===== config.mk =====
export PLATFORM = sky130hd
export DESIGN_NAME = energy_accumulator
export DESIGN_NICKNAME = d
export VERILOG_FILES = /design/src/rtl/energy_acc_pkg.sv /design/src/rtl/energy_acc_chan.sv /design/src/rtl/energy_accumulator.sv
export SDC_FILE = /design/constraint.sdc
export NUM_CORES = 1
export LEC_CHECK = 0
export CORE_MARGIN = 2
export CORE_UTILIZATION = 35
export CTS_BUF_LIST = sky130_fd_sc_hd__clkbuf_8
export DETAILED_ROUTE_END_ITERATION = 7
export PLACE_DENSITY = 0.64
export SLEW_MARGIN = 20
export SYNTH_ARGS = -nofsm -noshare
export SYNTH_HDL_FRONTEND = slang
export SYNTH_SLANG_ARGS = --single-unit

===== constraint.sdc =====
create_clock -name clk -period 3.2 [get_ports clk]
set_input_delay 0.64 -clock clk [delete_from_list [all_inputs] [get_ports clk]]
set_output_delay 0.64 -clock clk [all_outputs]
set_load 0.01 [all_outputs]

===== src/rtl/energy_acc_pkg.sv =====
// Shared types and constants for the energy accumulator.
// Optional peak tracking is enabled with the PEAK_TRACK_EN macro in the users of this package.
package energy_acc_pkg;

    localparam int ENERGY_W = 32;

    typedef enum logic {
        ACCUM = 1'b0,
        HOLD  = 1'b1
    } state_t;

    // Unsigned add that clamps at all-ones instead of wrapping.
    function automatic logic [ENERGY_W-1:0] sat_add(
        input logic [ENERGY_W-1:0] a,
        input logic [ENERGY_W-1:0] b
    );
        logic [ENERGY_W:0] s;
        s = {1'b0, a} + {1'b0, b};
        return s[ENERGY_W] ? '1 : s[ENERGY_W-1:0];
    endfunction

endpackage


===== src/rtl/energy_acc_chan.sv =====
// Per-channel window storage: running sum, sample count and (with PEAK_TRACK_EN) running peak.
// The window closes on the accept that finds the count at all-ones; storage clears on that same edge.
module energy_acc_chan
    import energy_acc_pkg::*;
#(
    parameter int DATA_W   = 8,
    parameter int WIN_LOG2 = 4
) (
    input  logic                       clk,
    input  logic                       rst,
    input  logic                       i_acc,
    input  logic [DATA_W-1:0]          i_data,
    output logic [DATA_W+WIN_LOG2-1:0] o_sum_next,
    output logic                       o_last
`ifdef PEAK_TRACK_EN
    ,
    output logic [DATA_W-1:0]          o_peak_next
`endif
);

    localparam int SUM_W = DATA_W + WIN_LOG2;

    logic [SUM_W-1:0]    r_sum;
    logic [WIN_LOG2-1:0] r_cnt;

    assign o_sum_next = r_sum + SUM_W'(i_data);
    assign o_last     = &r_cnt;

    always_ff @(posedge clk or posedge rst) begin
        if (rst) begin
            r_sum <= '0;
            r_cnt <= '0;
        end else if (i_acc) begin
            if (o_last) begin
                r_sum <= '0;
                r_cnt <= '0;
            end else begin
                r_sum <= o_sum_next;
                r_cnt <= r_cnt + 1'b1;
            end
        end
    end

`ifdef PEAK_TRACK_EN
    logic [DATA_W-1:0] r_peak;

    assign o_peak_next = (i_data > r_peak) ? i_data : r_peak;

    always_ff @(posedge clk or posedge rst) begin
        if (rst) begin
            r_peak <= '0;
        end else if (i_acc) begin
            r_peak <= o_last ? '0 : o_peak_next;
        end
    end
`endif

endmodule


===== src/rtl/energy_accumulator.sv =====
// Multi-channel windowed power averager with threshold alarm and saturating energy total.
// Define PEAK_TRACK_EN to add the r_peak output (window maximum presented with r_avg).
//   state | meaning
//   ACCUM | no result pending, r_valid=0
//   HOLD  | result held on r_ch/r_avg/r_alarm until r_ready, r_valid=1
module energy_accumulator
    import energy_acc_pkg::*;
#(
    parameter int DATA_W   = 8,
    parameter int NUM_CH   = 4,
    parameter int WIN_LOG2 = 4
) (
    input  logic                      clk,
    input  logic                      rst,
    input  logic                      s_valid,
    output logic                      s_ready,
    input  logic [$clog2(NUM_CH)-1:0] s_ch,
    input  logic [DATA_W-1:0]         s_data,
    input  logic [DATA_W-1:0]         threshold,
    output logic                      r_valid,
    input  logic                      r_ready,
    output logic [$clog2(NUM_CH)-1:0] r_ch,
    output logic [DATA_W-1:0]         r_avg,
    output logic                      r_alarm,
`ifdef PEAK_TRACK_EN
    output logic [DATA_W-1:0]         r_peak,
`endif
    output logic [ENERGY_W-1:0]       energy_total
);

    localparam int CH_W  = $clog2(NUM_CH);
    localparam int SUM_W = DATA_W + WIN_LOG2;

    state_t              r_state;
    state_t              w_state_next;
    logic [ENERGY_W-1:0] r_energy;

    logic               w_ch_ok;
    logic               w_acc;
    logic               w_done;
    logic [NUM_CH-1:0]  w_acc_ch;
    logic [NUM_CH-1:0]  w_last;
    logic [SUM_W-1:0]   w_sum_next [NUM_CH];
    logic [SUM_W-1:0]   w_sum_sel;
    logic               w_last_sel;
    logic [DATA_W-1:0]  w_avg_new;

    // Out-of-range channel indices never reach storage and never count as accepts.
    assign w_ch_ok   = ({1'b0, s_ch} < (CH_W+1)'(NUM_CH));
    assign s_ready   = !r_valid || r_ready;
    assign w_acc     = s_valid && s_ready && w_ch_ok;
    assign w_done    = w_acc && w_last_sel;
    assign w_avg_new = w_sum_sel[SUM_W-1:WIN_LOG2];

`ifdef PEAK_TRACK_EN
    logic [DATA_W-1:0] w_peak_next [NUM_CH];
    logic [DATA_W-1:0] w_peak_sel;
`endif

    genvar g;
    generate
        for (g = 0; g < NUM_CH; g++) begin : g_chan
            assign w_acc_ch[g] = w_acc && (s_ch == CH_W'(g));

            energy_acc_chan #(
                .DATA_W   (DATA_W),
                .WIN_LOG2 (WIN_LOG2)
            ) u_chan (
                .clk         (clk),
                .rst         (rst),
                .i_acc       (w_acc_ch[g]),
                .i_data      (s_data),
                .o_sum_next  (w_sum_next[g]),
                .o_last      (w_last[g])
`ifdef PEAK_TRACK_EN
                ,
                .o_peak_next (w_peak_next[g])
`endif
            );
        end
    endgenerate

    always_comb begin
        w_sum_sel  = '0;
        w_last_sel = 1'b0;
`ifdef PEAK_TRACK_EN
        w_peak_sel = '0;
`endif
        for (int i = 0; i < NUM_CH; i++) begin
            if (s_ch == CH_W'(i)) begin
                w_sum_sel  = w_sum_next[i];
                w_last_sel = w_last[i];
`ifdef PEAK_TRACK_EN
                w_peak_sel = w_peak_next[i];
`endif
            end
        end
    end

    always_ff @(posedge clk or posedge rst) begin
        if (rst) begin
            r_state <= ACCUM;
        end else begin
            r_state <= w_state_next;
        end
    end

    // A completion in HOLD is only possible when r_ready frees the slot, so HOLD is kept.
    always_comb begin
        w_state_next = r_state;
        case (r_state)
            ACCUM:   if (w_done) w_state_next = HOLD;
            HOLD:    if (r_ready && !w_done) w_state_next = ACCUM;
            default: w_state_next = ACCUM;
        endcase
    end

    always_comb begin
        r_valid = (r_state == HOLD);
    end

    always_ff @(posedge clk or posedge rst) begin
        if (rst) begin
            r_ch    <= '0;
            r_avg   <= '0;
            r_alarm <= 1'b0;
`ifdef PEAK_TRACK_EN
            r_peak  <= '0;
`endif
        end else if (w_done) begin
            r_ch    <= s_ch;
            r_avg   <= w_avg_new;
            r_alarm <= (w_avg_new > threshold);
`ifdef PEAK_TRACK_EN
            r_peak  <= w_peak_sel;
`endif
        end
    end

    always_ff @(posedge clk or posedge rst) begin
        if (rst) begin
            r_energy <= '0;
        end else if (w_acc) begin
            r_energy <= sat_add(r_energy, ENERGY_W'(s_data));
        end
    end

    assign energy_total = r_energy;

endmodule


==> results.yml <==
# yosys + openroad results
outcome:
  status: "finished with violations"
  violations: "setup timing"
final_layout:
  buffer_area_frac: 0.187
  comb_cells: 633
  biggestCellCategory: "multi-input combinational cells"
  regArea_sq_mm: 0.00270
  largest-register: "g_chan.u_chan.r_sum"
  clock_area_frac: 0.0170
  final_core_util: 0.484
  largest_reg_flops: 48
  design_area_sq_mm: 0.00976
  antennaDiodeCount: 0
  n_fill_cell: 1933
  final_cells: 1265
final_timing:
  worst_slack_ps: -54.7
  worst_pin_slew_ps: 637
  min_period_over_period: 1.02
  finalMaxSlewViolations: 0
  setup_viol: 1
  tns_ps: -54.7
pwr:
  total_power_mw: 7.73
floorplanning:
  design.core.area_sq_mm: 0.0202
  fp_util: 0.356
  nWellTaps: 270
  dieArea_sq_mm: 0.0217
critical_path:
  worst_path_largest_cell_delay_ps: 420
  crit_family: "AND-OR/OR-AND gates"
  timing.rr.end: "r_alarm"
  rr_startpoint: "g_chan[2].u_chan.r_sum[0]"
  crit_start: "g_chan[2].u_chan.r_sum[0]"
  ff2ff_setup_slack_ps: -50
  worst_setup_path_start_kind: "register"
  critical_path_depth: 14
yosys:
  ys_cells: 788
  yosys_area_sq_mm: 0.00719
  synth_cell_type_count: 67
  synthCells: 788
  async_flop_share: 1.00
  syn_area_per_cell_sq_um: 9.12
cts:
  hold_buffers: 0
  cts_resized: 43
global_route:
  grtUsageTotal: 0.193
hold_path:
  min_delay_path_depth: 2
  min_path_type: "register to register"
placed_design:
  gp_congestion: 0.896
  dp_hpwl_um: 15000
  dpl.cell_count: 1232
  place_ws_ps: -876
route:
  wl_per_cell_um: 16.3
  drt_iter0_drc: 556
run:
  cap_violations: 0
## cells in the final DEF (no fill, tap or decap), drive strengths merged, types with 11 or more instances in the layout
master,count
o21a,11
mux2,14
and3,20
ha,52
a22o,13
o21ai,81
dfrtp,108
inv,25
nand4,14
clkdlybuf4s50,59
nand3,30
xnor2,23
clkbuf,14
nor2,39
o31ai,11
a21oi,42
a31oi,13
xor2,23
a21o,16
nand2,126
buf,151
## how the worst min path moves through the flow
| stage | from | end | slack, ps |
|---|---|---|---|
| finish | g_chan[3].u_chan.r_sum[0] | g_chan[3].u_chan.r_sum[0] | 490 |
| global route | g_chan[0].u_chan.r_sum[11] | g_chan[0].u_chan.r_sum[11] | 530 |
| CTS | g_chan[3].u_chan.r_sum[0] | g_chan[3].u_chan.r_sum[0] | 500 |
| detailed placement | g_chan[2].u_chan.r_sum[0] | g_chan[2].u_chan.r_sum[0] | 470 |
| global placement | g_chan[2].u_chan.r_sum[0] | g_chan[2].u_chan.r_sum[0] | 460 |
| floorplan | g_chan[0].u_chan.r_sum[0] | g_chan[0].u_chan.r_sum[0] | 440 |
## power breakdown
part           internal [mW]  switching [mW]  total (mW)
clock                  0.282           0.515       0.797
combinational           2.43            2.24        4.67
sequential              1.79           0.477        2.27
## cells by family (layout without fill, tap and decap cells)
logic type	count (synthesis)	count (layout)	share of synthesized area
XOR/XNOR	46	46	0.0561
adder cells (fa/ha/maj)	57	57	0.104
AND/OR/NAND/NOR	270	270	0.179
flip-flops	108	108	0.376
AND-OR/OR-AND	240	240	0.223
buffers and inverters	47	254	0.0273
multiplexers	20	20	0.0348
## metal layers
metal	up-vias	global-route usage	part of all wire	routed length [um]
met1	3290	0.268	0.47	9770
met3	31	0.0339	0.046	937
met2	132	0.306	0.46	9400
li1	3293	-	-	-
met4	0	0.0639	0.023	465
met5	-	0	0	0
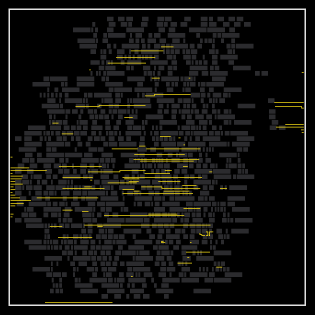
Fig. 1. M3 wires.
Drawn at 2 px/um. Cells faint in the background.
share of all routed wire: 4.6%
nets with wire on the layer: 69
wire length on this layer: 937 um
longest straight run: 62.8 um
main direction: horizontal
grt met3 use: 0.0339
vias after detailed routing: 6746

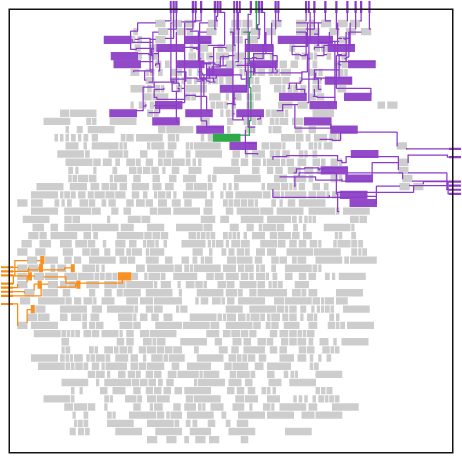
Fig. 2. I/O nets highlighted.
Drawn at 3 px/um.
[`threshold`] orange | bits: 8 | direction: input | end cells: 8 | buffers: 8 | wire: 133 um
[`energy_total`] purple | bits: 32 | direction: output | end cells: 32 | buffers: 32 | wire: 1590 um
[`r_valid`] green | bits: 1 | direction: output | end cells: 1 | buffers: 1 | wire: 49.4 um
PortBufs: 66
IO Pins: 67

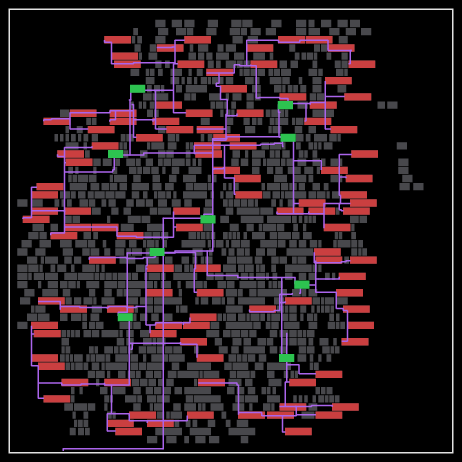
Fig. 3. Clock wires, drivers and flops.
Drawn at 3 px/um.
[clock wires] purple | length: 1560 um
[cells driving clock nets] green | count: 9
[flip-flops] red | count: 108
flops lie: spread over the die
Clock Power Share: 0.103
final clock skew: 17.7 ps
clk_lat worst skew: 400 ps
clk pwr: 0.797 mW

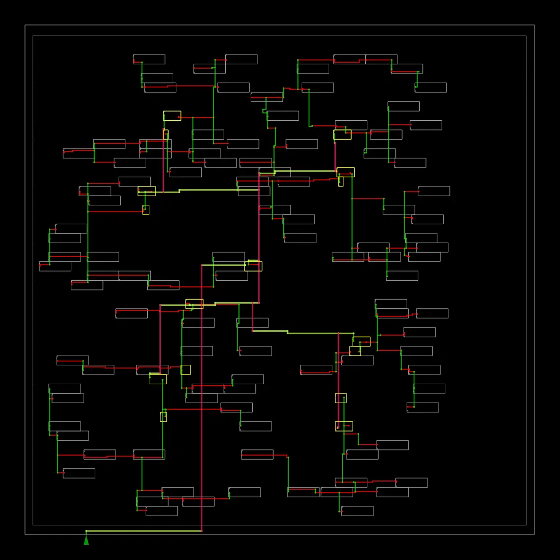
Fig. 4. Clock nets.
Clock buffer cells: 9
CTS buffer count: 9
flip-flops: 108
clock sink count: 108

Power figures rest on the tool's default switching activity, not on a simulated workload.
